### Met1 routing, run 1

(6 px per um) Supply wires on this layer in grey.
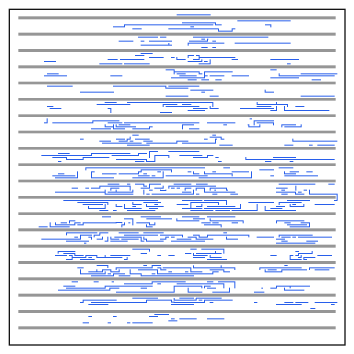
### Metal 2, run 1

(4 px per um)
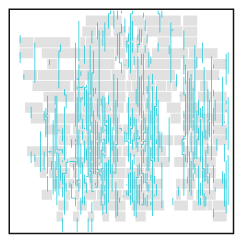
### Signal wires on met3, run 1

(6 px per um)
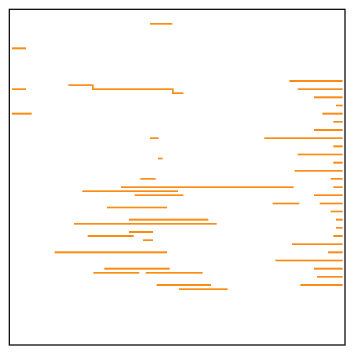
<file path="config.mk">
export PLATFORM = sky130hd
export DESIGN_NAME = fifo_write_arbiter
export DESIGN_NICKNAME = d
export VERILOG_FILES = /design/src/rtl/fifo_write_arbiter.sv
export SDC_FILE = /design/constraint.sdc
export NUM_CORES = 1
export LEC_CHECK = 0
export CAP_MARGIN = 20
export CORE_UTILIZATION = 48
export DETAILED_ROUTE_END_ITERATION = 16
export MAX_ROUTING_LAYER = met4
export PLACE_DENSITY = 0.84
export SETUP_SLACK_MARGIN = 0.15
export SLEW_MARGIN = 20
export SYNTH_ARGS = -nofsm -noshare
export SYNTH_HDL_FRONTEND = slang
export SYNTH_SLANG_ARGS = --single-unit
export TNS_END_PERCENT = 100
</file>
<file path="constraint.sdc">
create_clock -name w_clk -period 4.81 [get_ports w_clk]
set_input_delay 1.2025 -clock w_clk [delete_from_list [all_inputs] [get_ports w_clk]]
set_output_delay 1.2025 -clock w_clk [all_outputs]
set_load 0.005 [all_outputs]
</file>
<file path="src/rtl/fifo_write_arbiter.sv">
// Write-domain side of the dual-clock FIFO: round-robin write-port arbiter, binary/Gray
// write pointers, two-flop synchroniser for the read pointer and the registered full flag.
module fifo_write_arbiter #(
  parameter int WIDTH = 4,
  parameter int ADDR  = 2,
  parameter int NREQ  = 4
) (
  input  logic                  w_clk,
  input  logic                  w_rst,
  input  logic [NREQ-1:0]       req,
  input  logic [NREQ*WIDTH-1:0] req_data,
  output logic [NREQ-1:0]       grant,
  output logic                  mem_w_en,
  output logic [ADDR-1:0]       mem_w_addr,
  output logic [WIDTH-1:0]      mem_w_data,
  output logic                  full,
  output logic [ADDR:0]         w_ptr_gray,
  input  logic [ADDR:0]         r_ptr_gray_async
);

  localparam int RRW = (NREQ > 1) ? $clog2(NREQ) : 1;

  logic [RRW-1:0]   rr_q, rr_d;
  logic [ADDR:0]    wbin_q, wbin_d;
  logic [ADDR:0]    wgray_q, wgray_d;
  logic [ADDR:0]    rq1_q, rq2_q;
  logic             full_q, full_d;
  logic [NREQ-1:0]  grant_c;
  logic [RRW-1:0]   sel;
  logic [RRW-1:0]   idx;
  logic             found;
  logic [WIDTH-1:0] data_c;

  // Scan rr, rr+1, ... wrapping at NREQ; grant is forced low while reset is held.
  always_comb begin
    grant_c = '0;
    sel     = '0;
    found   = 1'b0;
    idx     = rr_q;
    if (!w_rst && !full_q) begin
      for (int k = 0; k < NREQ; k++) begin
        if (!found && req[idx]) begin
          found        = 1'b1;
          grant_c[idx] = 1'b1;
          sel          = idx;
        end
        idx = (idx == RRW'(NREQ - 1)) ? '0 : idx + 1'b1;
      end
    end
  end

  always_comb begin
    data_c = '0;
    for (int i = 0; i < NREQ; i++) begin
      if (grant_c[i]) data_c = data_c | req_data[i*WIDTH +: WIDTH];
    end
  end

  always_comb begin
    rr_d    = rr_q;
    if (found) rr_d = (sel == RRW'(NREQ - 1)) ? '0 : sel + 1'b1;
    wbin_d  = wbin_q + {{ADDR{1'b0}}, found};
    wgray_d = wbin_d ^ (wbin_d >> 1);
    // Full when the next write pointer is one lap ahead of the synchronised read pointer.
    full_d  = (wgray_d == {~rq2_q[ADDR:ADDR-1], rq2_q[ADDR-2:0]});
  end

  always_ff @(posedge w_clk or posedge w_rst) begin
    if (w_rst) begin
      rr_q    <= '0;
      wbin_q  <= '0;
      wgray_q <= '0;
      rq1_q   <= '0;
      rq2_q   <= '0;
      full_q  <= 1'b0;
    end else begin
      rr_q    <= rr_d;
      wbin_q  <= wbin_d;
      wgray_q <= wgray_d;
      rq1_q   <= r_ptr_gray_async;
      rq2_q   <= rq1_q;
      full_q  <= full_d;
    end
  end

  assign grant      = grant_c;
  assign mem_w_en   = found;
  assign mem_w_addr = wbin_q[ADDR-1:0];
  assign mem_w_data = data_c;
  assign full       = full_q;
  assign w_ptr_gray = wgray_q;

endmodule
</file>
==> flow_metrics.tcl, run 1 <==
# collected from the flow reports
set metrics [dict create \
    die_height_um 55.7 \
    log.warning_count 31 \
    antennaDiodeCount 0 \
    min-delay-start "rq1_q[1]$_DFF_PP0_" \
    leakage_power_uw 0.000798 \
    final_antenna_net_count 0 \
    arrival_ns 3.29 \
    p_seq_frac 0.142 \
    wire_length_of_the_first_global_routing_pass_um 5530 \
    utilization 0.697 \
    setup.worst_path.start "rr_q[1]$_DFFE_PP0P_" \
    area_leader_share 0.253 \
    slew_violations 0 \
    io_buffer_count 39 \
    core_area_mm2 0.00273 \
    placement_rows 19 \
    clock_skew_ns 0.00507 \
    worst_ep_required_time_ns 3.61 \
    min_delay_worst_endpoint "rq2_q[1]$_DFF_PP0_" \
    ys_types 48 \
    timing.max_slew.rel_slack 0.669 \
    power.density_mw_per_mm2 672 \
    yosys_cells 147 \
    globalRoute.totalOverflow 0 \
    gp_congestion 0.884 \
    grt_start_max_net_pins 22 \
    power.share.clock 0.065 \
    totalWireLength_um 3470 \
    pg_comb_uw 1020 \
    routedWlPerCell_um 15.0 \
    critPathCaptureType "output pin" \
    dpl.cell_count 225 \
    edf_count 0 \
    register_area_um2 352 \
    mappedNetlistArea_mm2 0.00138 \
    rr_endpoint "full$_DFF_PP0_" \
    drt_pass1_iterations 4 \
    drt-initial-drc-count 89 \
    biggestRegsByFlops "rq1_q: 3 flops, rq2_q: 3 flops, wbin_q: 3 flops" \
    syn2layout_area_growth_pct 37.8 \
    die_footprint_mm2 0.00310 \
    post_cts_hold_buffer_count 0 \
    crit_end "mem_w_data[1]" \
    cts_made_buffers 3 \
    cts-root-buf "sky130_fd_sc_hd__clkbuf_4" \
    criticalPathCategory "reg -> out" \
    logic_area_um2 918 \
    detailroute.via_count 1359 \
    dpl_cell_area_mm2 0.00184 \
    worst_slack_ns 0.322 \
    hold_viol_final 0 \
    detail_route.vias_per_cell 5.88 \
    drive_gt1_frac 0.255 \
    clock_path_buffers 2 \
    clock_power_uw 83.6 \
    worstHoldPathType "reg -> reg" \
    sequentialPower_uw 181 \
    synth_top_cell_by_area "sky130_fd_sc_hd__dfrtp_1" \
    maxCapViolCount 0 \
    critPathMaxFanout 13 \
    number_of_antenna_violations_at_the_first_check_in_global_routing 0 \
    drc 0 \
    dp_hpwl_um 2560 \
    yosys.stat.seqShare 0.253 \
    post-route-min-period_ns 4.49 \
    power_top_consumer "combinational cells" \
    avgSynthCellArea_um2 9.41 \
    rsz0062_at_grt "no" \
    clk-insertion-delay-late_ns 0.28 \
    synthTopCellsByArea "sky130_fd_sc_hd__dfrtp_1, sky130_fd_sc_hd__ha_1, sky130_fd_sc_hd__clkbuf_8" \
    post_cts_resized 6 \
    gr-usage-all-layers 0.227 \
    report.final.setup_viol 0 \
    fmaxAchievable_ghz 0.223 \
    floorplan.io_pins 40 \
    finalInstanceArea_mm2 0.00191 \
    min_delay_path_depth 0 \
    total_switching_power_uw 572 \
    startpoint_type "flop" \
    p_int_uw 710 \
    max_slew.worst_pin.slew_ns 0.496 \
    status "complete, no violations" \
    cts.htree.levels 1 \
    power_frac_comb 0.793 \
    dpl_worst_slack_ns -0.0804 \
    synthesis.yosys.warnings 0 \
    r2r-start "rr_q[1]$_DFFE_PP0P_" \
    nets 234 \
    r2r_slack_ns 1.26 \
    die_x_um 55.7 \
    sw_frac_of_total 0.446 \
    stdcell_count 231 \
    final.setup.tns_ns 0 \
    timing.reg2reg.worst_path_depth 14 \
]
Notes on 'Met1 routing' above:
wire length on this layer: 1370 um
longest straight run: 19.8 um
share of all routed wire: 40%

Notes on 'Metal 2' above:
share of all routed wire: 50%
main direction: vertical
wire length on this layer: 1740 um
nets with wire on the layer: 195
longest straight run: 28.2 um

Notes on 'Signal wires on met3' above:
nets with wire on the layer: 48
main direction: horizontal
longest straight run: 28.5 um
wire length on this layer: 323 um

[run 1: cells by family after synthesis]
| logic type | after synthesis | synth area share |
|---|---|---|
| adder cells (fa/ha/maj) | 8 | 0.0723 |
| buffers and inverters | 22 | 0.110 |
| AND-OR/OR-AND | 40 | 0.245 |
| AND/OR/NAND/NOR | 51 | 0.217 |
| flip-flops | 14 | 0.253 |
| multiplexers | 6 | 0.0642 |
| XOR/XNOR | 6 | 0.0380 |
[run 1: cells in the final DEF, fill, tap and decap left out, types with 2 or more instances in the layout]
cell / n
sky130_fd_sc_hd__a21oi_2: 2
sky130_fd_sc_hd__xnor2_1: 4
sky130_fd_sc_hd__nor3b_2: 3
sky130_fd_sc_hd__dfrtp_1: 13
sky130_fd_sc_hd__clkbuf_2: 4
sky130_fd_sc_hd__inv_1: 12
sky130_fd_sc_hd__o221ai_1: 3
sky130_fd_sc_hd__o21ai_0: 6
sky130_fd_sc_hd__a32oi_1: 4
sky130_fd_sc_hd__xor2_1: 2
sky130_fd_sc_hd__clkbuf_4: 3
sky130_fd_sc_hd__buf_4: 19
sky130_fd_sc_hd__mux2_2: 3
sky130_fd_sc_hd__nor3_1: 3
sky130_fd_sc_hd__o31ai_1: 2
sky130_fd_sc_hd__nor2_1: 7
sky130_fd_sc_hd__o211ai_1: 4
sky130_fd_sc_hd__a21o_1: 2
sky130_fd_sc_hd__mux4_2: 2
sky130_fd_sc_hd__a221o_2: 2
sky130_fd_sc_hd__or4_1: 2
sky130_fd_sc_hd__ha_1: 8
sky130_fd_sc_hd__and2b_2: 2
sky130_fd_sc_hd__nor3b_1: 4
sky130_fd_sc_hd__nand3_1: 13
sky130_fd_sc_hd__nand2_1: 8
sky130_fd_sc_hd__clkdlybuf4s50_1: 35
sky130_fd_sc_hd__a21oi_1: 4
[run 1: layer usage]
metal  routed length (um)  share of wire  track usage  vias up
met5                    0              0            -        -
met4                   30         0.0087       0.0607        0
met3                  323          0.093       0.0372        4
met2                 1740           0.50        0.382       75
met1                 1370           0.40        0.283      621
li1                     -              -            -      659
[run 1: cell usage after synthesis, drive strengths merged, types with 2 or more instances]
master	number
a21o	2
a21oi	6
a221o	2
a31oi	2
a32oi	4
and2	2
and2b	2
buf	4
clkbuf	5
dfrtp	14
ha	8
inv	13
mux2	3
mux4	2
nand2	8
nand3	13
nor2	7
nor3	3
nor3b	7
o211ai	5
o21ai	7
o221ai	3
o31ai	2
or4	2
xnor2	4
xor2	2
[run 1: layout make-up]
cell class	count	area share
clock buffers	4	0.0190
inverters	13	0.0256
multi-input cells	111	0.482
flip-flops and latches	14	0.184
well taps	31	0.0203
repair buffers	58	0.269
[run 1: worst max-delay path, cell delays in order, from the launching register on]
cell	delay (ns)
sky130_fd_sc_hd__dfrtp_1	0.38
sky130_fd_sc_hd__buf_4	0.19
sky130_fd_sc_hd__ha_1	0.34
sky130_fd_sc_hd__or4b_4	0.55
sky130_fd_sc_hd__a31oi_4	0.28
sky130_fd_sc_hd__o2111ai_4	0.18
sky130_fd_sc_hd__a311oi_4	0.39
sky130_fd_sc_hd__a32oi_1	0.09
sky130_fd_sc_hd__nand3_1	0.10
sky130_fd_sc_hd__clkdlybuf4s50_1	0.51
==> run 2, diff against run 1 <==
--- a/config.mk
+++ b/config.mk
@@ -7,6 +7,7 @@
 export LEC_CHECK = 0
 export CAP_MARGIN = 20
 export CORE_UTILIZATION = 48
+export CTS_CLUSTER_SIZE = 24
 export DETAILED_ROUTE_END_ITERATION = 16
 export MAX_ROUTING_LAYER = met4
 export PLACE_DENSITY = 0.84
==> flow_metrics.tcl, run 2 <==
# collected from the flow reports
set metrics [dict create \
    synthesis.yosys.warnings 0 \
    setup.worst_path.start "rr_q[1]$_DFFE_PP0P_" \
    number_of_antenna_violations_at_the_first_check_in_global_routing 0 \
    die_x_um 55.7 \
    r2r-start "rr_q[1]$_DFFE_PP0P_" \
    routed_wire_length_on_met3_um 323 \
    timing.max_slew.rel_slack 0.669 \
    final_antenna_net_count 0 \
    p_seq_frac 0.142 \
    yosys_cells 147 \
    detail_route.wirelength.met1_um 1370 \
    drive_gt1_frac 0.255 \
    dpl_cell_area_mm2 0.00184 \
    antennaDiodeCount 0 \
    syn-instance-count 147 \
    wire_length_of_the_first_global_routing_pass_um 5530 \
    worstHoldPathType "reg -> reg" \
    wl_met2_um 1740 \
    status "complete, no violations" \
    netlist.top_cell.by_instances "sky130_fd_sc_hd__dfrtp_1" \
    worst_ep_required_time_ns 3.61 \
    worst_slack_ns 0.322 \
    drc 0 \
    log.warning_count 31 \
    nets 234 \
    drt_pass1_iterations 4 \
    arrival_ns 3.29 \
    slew_violations 0 \
    vias_in_the_first_global_route 1229 \
    post_synth_fa_ha_maj_area_fraction 0.0723 \
    avgSynthCellArea_um2 9.41 \
    topRoutingLayerUsed "met4" \
    cts_made_buffers 3 \
    ys_types 48 \
    timing.reg2reg.worst_path_depth 14 \
    leakage_power_uw 0.000798 \
    dpl_worst_slack_ns -0.0804 \
    synthTopCellsByArea "sky130_fd_sc_hd__dfrtp_1, sky130_fd_sc_hd__ha_1, sky130_fd_sc_hd__clkbuf_8" \
    r2r_slack_ns 1.26 \
    edf_count 0 \
    power.density_mw_per_mm2 672 \
    report.final.setup_viol 0 \
    p_int_uw 710 \
    io_buffer_count 39 \
    crit_end "mem_w_data[1]" \
    total_switching_power_uw 572 \
    sw_frac_of_total 0.446 \
    post_synth_most_frequent_cells "sky130_fd_sc_hd__dfrtp_1, sky130_fd_sc_hd__inv_1, sky130_fd_sc_hd__nand3_1, sky130_fd_sc_hd__ha_1, sky130_fd_sc_hd__nand2_1" \
    max-vdd-ir-drop_mv 0.464 \
    synth.logic.top_family "AND-OR/OR-AND gates" \
    hold_viol_final 0 \
    power_frac_comb 0.793 \
    ys_sh_aoi 0.245 \
    rr_endpoint "full$_DFF_PP0_" \
    area_leader_share 0.253 \
    yosys.stat.seqShare 0.253 \
    drt-initial-drc-count 89 \
    clock_skew_ns 0.00507 \
    die_footprint_mm2 0.00310 \
    post-route-min-period_ns 4.49 \
    globalRoute.totalOverflow 0 \
    cts-root-buf "sky130_fd_sc_hd__clkbuf_4" \
    ys_sh_simple 0.217 \
    biggestRegsByFlops "rq1_q: 3 flops, rq2_q: 3 flops, wbin_q: 3 flops" \
    cts.htree.levels 1 \
    rsz0062_at_grt "no" \
    power.share.clock 0.065 \
    xor_share 0.0380 \
    criticalPathCategory "reg -> out" \
    max_slew.worst_pin.slew_ns 0.496 \
    finalInstanceArea_mm2 0.00191 \
    startpoint_type "flop" \
    floorplan.io_pins 40 \
    clock_path_buffers 2 \
    grt_start_max_net_pins 22 \
    dp_hpwl_um 2560 \
    mappedNetlistArea_mm2 0.00138 \
    post_cts_hold_buffer_count 0 \
    routedWlPerCell_um 15.0 \
    fmaxAchievable_ghz 0.223 \
    core_area_mm2 0.00273 \
    dpl.cell_count 225 \
    synthMuxAreaShare 0.0642 \
    critPathCaptureType "output pin" \
    clk-insertion-delay-late_ns 0.28 \
    lay_top_cells "sky130_fd_sc_hd__clkdlybuf4s50_1, sky130_fd_sc_hd__buf_4, sky130_fd_sc_hd__nand3_1, sky130_fd_sc_hd__dfrtp_1, sky130_fd_sc_hd__inv_1" \
    die_height_um 55.7 \
    gr-usage-all-layers 0.227 \
    gp_congestion 0.884 \
    stdcell_count 231 \
    final.setup.tns_ns 0 \
    detail_route.vias_per_cell 5.88 \
    mostFrequentLayoutCell "sky130_fd_sc_hd__clkdlybuf4s50_1" \
    critPathMaxFanout 13 \
    maxCapViolCount 0 \
]
-- run 2: critical path, stage by stage (launching register included) --
cell                              delay, ns
sky130_fd_sc_hd__dfrtp_1               0.38
sky130_fd_sc_hd__buf_4                 0.19
sky130_fd_sc_hd__ha_1                  0.34
sky130_fd_sc_hd__or4b_4                0.55
sky130_fd_sc_hd__a31oi_4               0.28
sky130_fd_sc_hd__o2111ai_4             0.18
sky130_fd_sc_hd__a311oi_4              0.39
sky130_fd_sc_hd__a32oi_1               0.09
sky130_fd_sc_hd__nand3_1               0.10
sky130_fd_sc_hd__clkdlybuf4s50_1       0.51
-- run 2: power groups by stage --
stage,Combinational (uW),Clock (uW),Sequential (uW)
floorplan,646,0,183
global placement,915,0,180
detailed placement,948,0,184
CTS,978,84.6,181
global route,1100,94.2,187
finish,1020,83.6,181
-- run 2: logic make-up after synthesis --
| kind of cell | Yosys count |
|---|---|
| and+or+nand+nor | 51 |
| AOI/OAI and AO/OA | 40 |
| xor gates and xnor gates | 6 |
| adders and majority gates | 8 |
| buffers and inverters | 22 |
| DFF | 14 |
| muxes | 6 |
-- run 2: worst min-delay path by stage --
stage | startpoint | end | slack [ns] | cells after the start
after CTS | rq1_q[1]$_DFF_PP0_ | rq2_q[1]$_DFF_PP0_ | 0.35 | 0
final | rq1_q[1]$_DFF_PP0_ | rq2_q[1]$_DFF_PP0_ | 0.35 | 0
after floorplan | rq1_q[0]$_DFF_PP0_ | rq2_q[0]$_DFF_PP0_ | 0.33 | 0
after detailed placement | rq1_q[0]$_DFF_PP0_ | rq2_q[0]$_DFF_PP0_ | 0.33 | 0
after global routing | rq1_q[1]$_DFF_PP0_ | rq2_q[1]$_DFF_PP0_ | 0.35 | 0
after global placement | rq1_q[2]$_DFF_PP0_ | rq2_q[2]$_DFF_PP0_ | 0.33 | 0
-- run 2: cell type report --
type | instances | area [um^2] | share of cell area
multi-input combinational | 111 | 918 | 0.482
timing repair buffer | 58 | 513 | 0.269
tap | 31 | 38.8 | 0.0203
clock buffer | 4 | 36.3 | 0.0190
inverter | 13 | 48.8 | 0.0256
sequential | 14 | 352 | 0.184
-- run 2: what timing repair did --
action	in CTS	in global routing
gates resized	6	15
pin swaps	1	2
endpoints found under the hold margin	0	0
buffers inserted	1	1
setup endpoints to repair	8	5
-- run 2: per-layer routing --
layer,vias to the layer above,global-route usage
met1,621,0.283
met3,4,0.0372
met2,75,0.382
li1,659,-
met4,0,0.0607
met5,-,-
-- run 2: per-stage QoR --
stage / total power (uW) / hold slack [ns] / utilization
2_1_floorplan: 829 / 0.331 / -
3_3_place_gp: 1100 / 0.333 / 0.672
3_5_place_dp: 1130 / 0.335 / 0.672
4_1_cts: 1240 / 0.349 / 0.692
5_1_grt: 1380 / 0.350 / 0.697
6_report: 1280 / 0.345 / 0.697
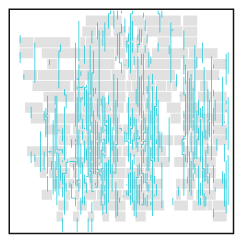
*Metal 2, run 2*
(4 px per um)
main direction: vertical
share of all routed wire: 50%
nets with wire on the layer: 195
total via count after detailed routing: 1359
final wirelength: 3470 um
met2 track demand over resource: 0.382

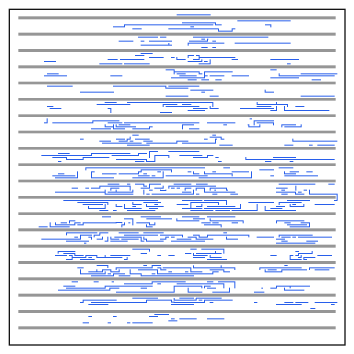
*Met1 routing, run 2*
(6 px per um) Supply wires on this layer in grey.
share of all routed wire: 40%
longest straight run: 19.8 um

Power figures rest on the tool's default switching activity, not on a simulated workload.
